--- src/rtl/pla_bist_pkg.sv ---
// rtl/pla_bist_pkg.sv - shared state encoding, signature defaults and MISR step for the PLA sweep BIST
package pla_bist_pkg;

  typedef enum logic [1:0] {
    ST_IDLE  = 2'd0,
    ST_RUN   = 2'd1,
    ST_DRAIN = 2'd2,
    ST_DONE  = 2'd3
  } bist_state_e;

  localparam int          MISR_W_DEF    = 16;
  localparam logic [15:0] MISR_POLY_DEF = 16'hD008;
  localparam logic [15:0] MISR_SEED_DEF = 16'hFFFF;

  // Galois MISR step on a signature of width w (1..32); bits above w are cleared.
  function automatic logic [31:0] misr_step(
    input logic [31:0] sig,
    input logic [31:0] resp,
    input logic [31:0] poly,
    input int unsigned w = MISR_W_DEF
  );
    logic [32:0] mask;
    logic [31:0] msb_word;
    logic [31:0] nxt;
    mask     = (33'd1 << w) - 33'd1;
    msb_word = sig >> (w - 1);
    nxt      = {sig[30:0], 1'b0} ^ (msb_word[0] ? poly : 32'd0) ^ resp;
    return nxt & mask[31:0];
  endfunction

endpackage

--- src/rtl/pla_sweep_bist_if.sv ---
// rtl/pla_sweep_bist_if.sv - sweep control, PLA stimulus/response and signature bundle
interface pla_sweep_bist_if #(
  parameter int N_IN   = 10,
  parameter int N_OUT  = 6,
  parameter int MISR_W = 16
);
  logic              start;
  logic              abort;
  logic              hold;
  logic [N_IN-1:0]   x_o;
  logic [N_OUT-1:0]  z_i;
  logic              busy;
  logic              done;
  logic [MISR_W-1:0] sig_o;

  modport slave (
    input  start, abort, hold, z_i,
    output x_o, busy, done, sig_o
  );

  modport master (
    output start, abort, hold, z_i,
    input  x_o, busy, done, sig_o
  );
endinterface

--- src/rtl/pla_misr.sv ---
// rtl/pla_misr.sv - parameterised Galois MISR with seed load and absorb enable
module pla_misr
  import pla_bist_pkg::*;
#(
  parameter int          W    = 16,
  parameter int          N    = 6,
  parameter logic [W-1:0] POLY = W'(MISR_POLY_DEF),
  parameter logic [W-1:0] SEED = W'(MISR_SEED_DEF)
) (
  input  logic         clk,
  input  logic         rst_n,
  input  logic         load_i,
  input  logic         en_i,
  input  logic [N-1:0] resp_i,
  output logic [W-1:0] sig_o
);

  logic [W-1:0] sig_q;
  logic [W-1:0] sig_d;

  // Seed load wins over absorb so a restart never folds a stale response.
  always_comb begin
    sig_d = sig_q;
    if (load_i) begin
      sig_d = SEED;
    end else if (en_i) begin
      sig_d = W'(misr_step(32'(sig_q), 32'(resp_i), 32'(POLY), W));
    end
  end

  always_ff @(posedge clk or negedge rst_n) begin
    if (!rst_n) begin
      sig_q <= SEED;
    end else begin
      sig_q <= sig_d;
    end
  end

  assign sig_o = sig_q;

endmodule

--- src/rtl/pla_sweep_bist.sv ---
// rtl/pla_sweep_bist.sv - exhaustive PLA input sweep with latency-aligned MISR response compaction
module pla_sweep_bist
  import pla_bist_pkg::*;
#(
  parameter int               N_IN      = 10,
  parameter int               N_OUT     = 6,
  parameter int               MISR_W    = 16,
  parameter logic [MISR_W-1:0] MISR_POLY = MISR_W'(MISR_POLY_DEF),
  parameter logic [MISR_W-1:0] MISR_SEED = MISR_W'(MISR_SEED_DEF),
  parameter int               RESP_LAT  = 1
) (
  input logic               clk,
  input logic               rst_n,
  pla_sweep_bist_if.slave   bus
);

  localparam logic [N_IN:0]     CNT_END   = {1'b1, {N_IN{1'b0}}};
  localparam logic [N_IN:0]     CNT_ONE   = {{N_IN{1'b0}}, 1'b1};
  localparam logic [RESP_LAT:0] VLD_FIRST = (RESP_LAT + 1)'(1);
  localparam logic [RESP_LAT:0] VLD_LAST  = VLD_FIRST << RESP_LAT;

  bist_state_e       state_q;
  logic [N_IN-1:0]   x_q;
  logic [N_IN:0]     cnt_q;
  logic [RESP_LAT:0] vld_q;
  logic              busy_q;
  logic              done_q;
  logic              misr_load;
  logic              misr_en;

  // vld_q[0] flags that x_o holds a freshly issued code; the top bit marks
  // the edge on which that code's response is valid on z_i.
  always_comb begin
    misr_load = 1'b0;
    misr_en   = 1'b0;
    if (bus.abort) begin
      misr_load = 1'b1;
    end else if ((state_q == ST_IDLE || state_q == ST_DONE) && bus.start) begin
      misr_load = 1'b1;
    end else if (state_q == ST_RUN || state_q == ST_DRAIN) begin
      misr_en = vld_q[RESP_LAT];
    end
  end

  always_ff @(posedge clk or negedge rst_n) begin
    if (!rst_n) begin
      state_q <= ST_IDLE;
      x_q     <= '0;
      cnt_q   <= '0;
      vld_q   <= '0;
      busy_q  <= 1'b0;
      done_q  <= 1'b0;
    end else if (bus.abort) begin
      state_q <= ST_IDLE;
      x_q     <= '0;
      cnt_q   <= '0;
      vld_q   <= '0;
      busy_q  <= 1'b0;
      done_q  <= 1'b0;
    end else begin
      case (state_q)
        ST_IDLE, ST_DONE: begin
          if (bus.start) begin
            state_q <= ST_RUN;
            x_q     <= '0;
            cnt_q   <= CNT_ONE;
            vld_q   <= VLD_FIRST;
            busy_q  <= 1'b1;
            done_q  <= 1'b0;
          end
        end
        ST_RUN: begin
          if (cnt_q == CNT_END) begin
            // Last code is already on x_o; hold has nothing left to stall.
            vld_q <= vld_q << 1;
            if (RESP_LAT == 0) begin
              state_q <= ST_DONE;
              busy_q  <= 1'b0;
              done_q  <= 1'b1;
            end else begin
              state_q <= ST_DRAIN;
            end
          end else if (bus.hold) begin
            vld_q <= vld_q << 1;
          end else begin
            x_q   <= cnt_q[N_IN-1:0];
            cnt_q <= cnt_q + 1'b1;
            vld_q <= (vld_q << 1) | VLD_FIRST;
          end
        end
        ST_DRAIN: begin
          vld_q <= vld_q << 1;
          if (vld_q == VLD_LAST) begin
            state_q <= ST_DONE;
            busy_q  <= 1'b0;
            done_q  <= 1'b1;
          end
        end
        default: begin
          state_q <= ST_IDLE;
          busy_q  <= 1'b0;
          done_q  <= 1'b0;
        end
      endcase
    end
  end

  pla_misr #(
    .W    (MISR_W),
    .N    (N_OUT),
    .POLY (MISR_POLY),
    .SEED (MISR_SEED)
  ) u_misr (
    .clk    (clk),
    .rst_n  (rst_n),
    .load_i (misr_load),
    .en_i   (misr_en),
    .resp_i (bus.z_i),
    .sig_o  (bus.sig_o)
  );

  assign bus.x_o  = x_q;
  assign bus.busy = busy_q;
  assign bus.done = done_q;

endmodule
--- src/flat_wrapper.sv ---
// flat-port wrapper written by rule: the top's interface ports become plain ports
module pla_sweep_bist_flat import pla_bist_pkg::*;
#(
  parameter int               N_IN      = 10,
  parameter int               N_OUT     = 6,
  parameter int               MISR_W    = 16,
  parameter logic [MISR_W-1:0] MISR_POLY = MISR_W'(MISR_POLY_DEF),
  parameter logic [MISR_W-1:0] MISR_SEED = MISR_W'(MISR_SEED_DEF),
  parameter int               RESP_LAT  = 1
)
  (clk, rst_n, bus_start, bus_abort, bus_hold, bus_z_i, bus_x_o, bus_busy, bus_done, bus_sig_o);
  pla_sweep_bist_if #(.N_IN(N_IN), .N_OUT(N_OUT), .MISR_W(MISR_W)) bus_i ();
  input logic clk;
  input logic rst_n;
  input wire logic [$bits(bus_i.start)-1:0] bus_start;
  input wire logic [$bits(bus_i.abort)-1:0] bus_abort;
  input wire logic [$bits(bus_i.hold)-1:0] bus_hold;
  input wire logic [$bits(bus_i.z_i)-1:0] bus_z_i;
  output wire logic [$bits(bus_i.x_o)-1:0] bus_x_o;
  output wire logic [$bits(bus_i.busy)-1:0] bus_busy;
  output wire logic [$bits(bus_i.done)-1:0] bus_done;
  output wire logic [$bits(bus_i.sig_o)-1:0] bus_sig_o;
  assign bus_i.start = bus_start;
  assign bus_i.abort = bus_abort;
  assign bus_i.hold = bus_hold;
  assign bus_i.z_i = bus_z_i;
  assign bus_x_o = bus_i.x_o;
  assign bus_busy = bus_i.busy;
  assign bus_done = bus_i.done;
  assign bus_sig_o = bus_i.sig_o;
  pla_sweep_bist #(.N_IN(N_IN), .N_OUT(N_OUT), .MISR_W(MISR_W), .MISR_POLY(MISR_POLY), .MISR_SEED(MISR_SEED), .RESP_LAT(RESP_LAT)) u_core (.clk(clk), .rst_n(rst_n), .bus(bus_i));
endmodule
--- config.mk ---
export PLATFORM = sky130hd
export DESIGN_NAME = pla_sweep_bist_flat
export DESIGN_NICKNAME = d
export VERILOG_FILES = /design/src/rtl/pla_bist_pkg.sv /design/src/rtl/pla_sweep_bist_if.sv /design/src/rtl/pla_misr.sv /design/src/rtl/pla_sweep_bist.sv /design/src/flat_wrapper.sv
export SDC_FILE = /design/constraint.sdc
export NUM_CORES = 1
export LEC_CHECK = 0
export CAP_MARGIN = 20
export CORE_MARGIN = 1.5
export CORE_UTILIZATION = 56
export DETAILED_ROUTE_END_ITERATION = 10
export GPL_TIMING_DRIVEN = 0
export PLACE_DENSITY = 0.86
export SLEW_MARGIN = 0
export SYNTH_ARGS = -nofsm -noshare
export SYNTH_HDL_FRONTEND = slang
export SYNTH_SLANG_ARGS = --single-unit
--- constraint.sdc ---
create_clock -name clk -period 3.68 [get_ports clk]
set_clock_uncertainty 0.15 [all_clocks]
set_input_delay 0.92 -clock clk [delete_from_list [all_inputs] [get_ports clk]]
set_output_delay 0.92 -clock clk [all_outputs]
set_load 0.03 [all_outputs]
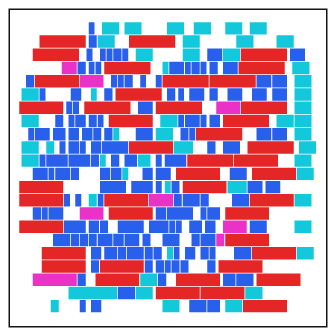
(cell classes on the final placement)
colour	class	cells	share of their area
magenta	clock drivers and dummy loads	8	4.0%
red	flops	43	41%
cyan	other buffers and delay cells	51	18%
blue	all other logic	152	37%
Core Util, Final: 74.33%
core footprint: 3661 µm²

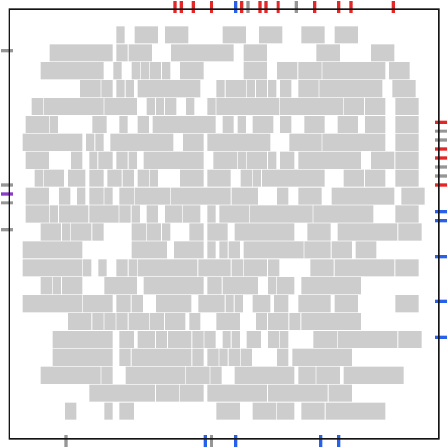
(pin map)
Pins as bars across the die edge, other pins in grey.
colour	port	pins	direction	edge
blue	bus_x_o	10	output	5 right, 4 bottom, 1 top
red	bus_sig_o	16	output	12 top, 4 right
purple	bus_abort	1	input	left
all pins by edge	15 top, 13 right, 6 bottom, 5 left
number of buffers added on ports: 38
die height: 64.98 µm
DIE WIDTH: 64.98 µm

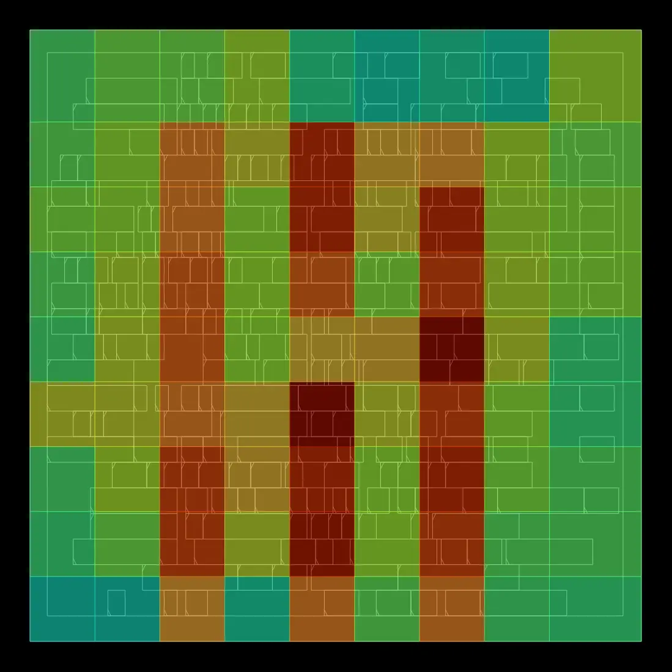
(track usage over the die)
GRT busiest layer: met2
Total GRT Usage: 24.01%
met2 usage: 39.56%
GR Util met1: 29.31%

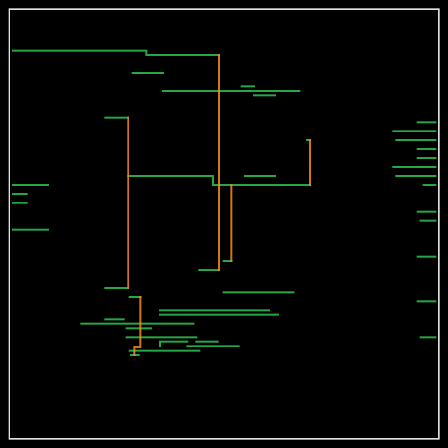
(metal layers overlaid)
Only two layers are drawn.
colour	layer	wire length
green	met3	277 µm
orange	met4	86.6 µm
Total Wirelength: 4730 µm
DR vias: 1787
DR WL/cell: 15.66 µm

==> results.txt <==
fresh numbers from the pnr run: first-pass GRT wire length 7603 µm, crit path kind register to primary output, clock slew seen by the registers of the worst setup and hold paths about 0.090 ns, Synth-to-Final Area Change 26.53%, Final Hold Vio Count 0, syn nets about 220, Via density 5.917, CP Launch Type register, worst skew pair latency 0.31 ns, WHS 0.3311 ns, tool warnings 28, Period minus WS final 2.679 ns, Cell Chain, Critical Path clkdlybuf4s50_1, Initial Util 58.75%, drt first pass iters 4, PD cells 502.7 nW/µm², Row Count 22, Worst-Margin Slew roughly 0.50 ns, Worst Path Required 2.61 ns, pin count of the biggest net entering global routing 25, GP Congestion 0.8462, crit-path max FO 6, status completed, I/O pin count 39, DP Area 2614 µm²
==> cell usage after synthesis, types with 7 or more instances <==
cell / instances
nand2_1: 25
xnor2_1: 7
nand3_1: 14
a2bb2oi_1: 9
o21ai_0: 18
dfstp_2: 16
nor2_1: 8
dfrtp_1: 27
a21oi_1: 8
a22o_2: 11
clkbuf_1: 7
inv_1: 7
==> path summary, 6_finish.rpt <==
kind | startpoint | slack [ns] | depth (start not counted) | end
worst max-delay path | u_core.u_misr.sig_o[15]$_DFFE_PN1P_ | 1.00 | 1 | bus_sig_o[15]
worst min-delay path | u_core.u_misr.sig_o[10]$_DFFE_PN1P_ | 0.33 | 2 | u_core.u_misr.sig_o[11]$_DFFE_PN1P_
worst max register to register | u_core.state_q[0]$_DFFE_PN0P_ | 1.44 | 8 | u_core.u_misr.sig_o[13]$_DFFE_PN1P_
worst min register to register | u_core.u_misr.sig_o[10]$_DFFE_PN1P_ | 0.33 | 2 | u_core.u_misr.sig_o[11]$_DFFE_PN1P_
max in group asynchronous | rst_n | 2.41 | 2 | u_core.u_misr.sig_o[4]$_DFFE_PN1P_
min in group asynchronous | rst_n | 0.42 | 1 | u_core.bus.x_o[0]$_DFFE_PN0P_
==> registers in the layout, indices dropped and copies added, names as in the netlist <==
signal and cells:
u_core.cnt_q 11, u_core.u_misr.sig_o 16, u_core.state_q 2, u_core.bus.busy 1, u_core.bus.x_o 10, u_core.bus.done 1
u_core.vld_q 2
==> power by group <==
group | switching [W] | internal, W
clock network | 0.000168 | 0.000175
registers | 0.0000363 | 0.000520
logic | 0.000275 | 0.000193
total | 0.000480 | 0.000888
==> area by class of cell <==
class	instances	area, µm²
sequential	43	1096
clock inverter	2	13.76
inverter	7	26.28
timing repair buffer	39	402.9
fill	267	939.7
multi-input combinational	145	962.2
buffer	12	66.31
clock buffer	6	93.84
tap	48	60.06
==> kinds of logic after synthesis <==
family | after synthesis | synth area share [%]
compound gates | 62 | 21.29
xor+xnor | 8 | 3.258
flops | 43 | 50.96
mux | 1 | 0.6979
simple gates | 70 | 17.16
fa+ha+maj | 4 | 2.327
buf+inv | 19 | 4.305
==> through the flow <==
stage,cells,setup WS (ns)
floorplan,207,1.588
global placement,293,0.4991
detailed placement,294,0.8050
CTS,302,0.9985
global route,302,0.9492
finish,302,1.001
==> routing by layer <==
layer	global-route usage, %	routed length, µm
met1	29.31	2022
met2	39.56	2343
met3	6.771	277
met4	10.64	86
met5	0	0
Power is estimated from default activity; no workload was simulated.
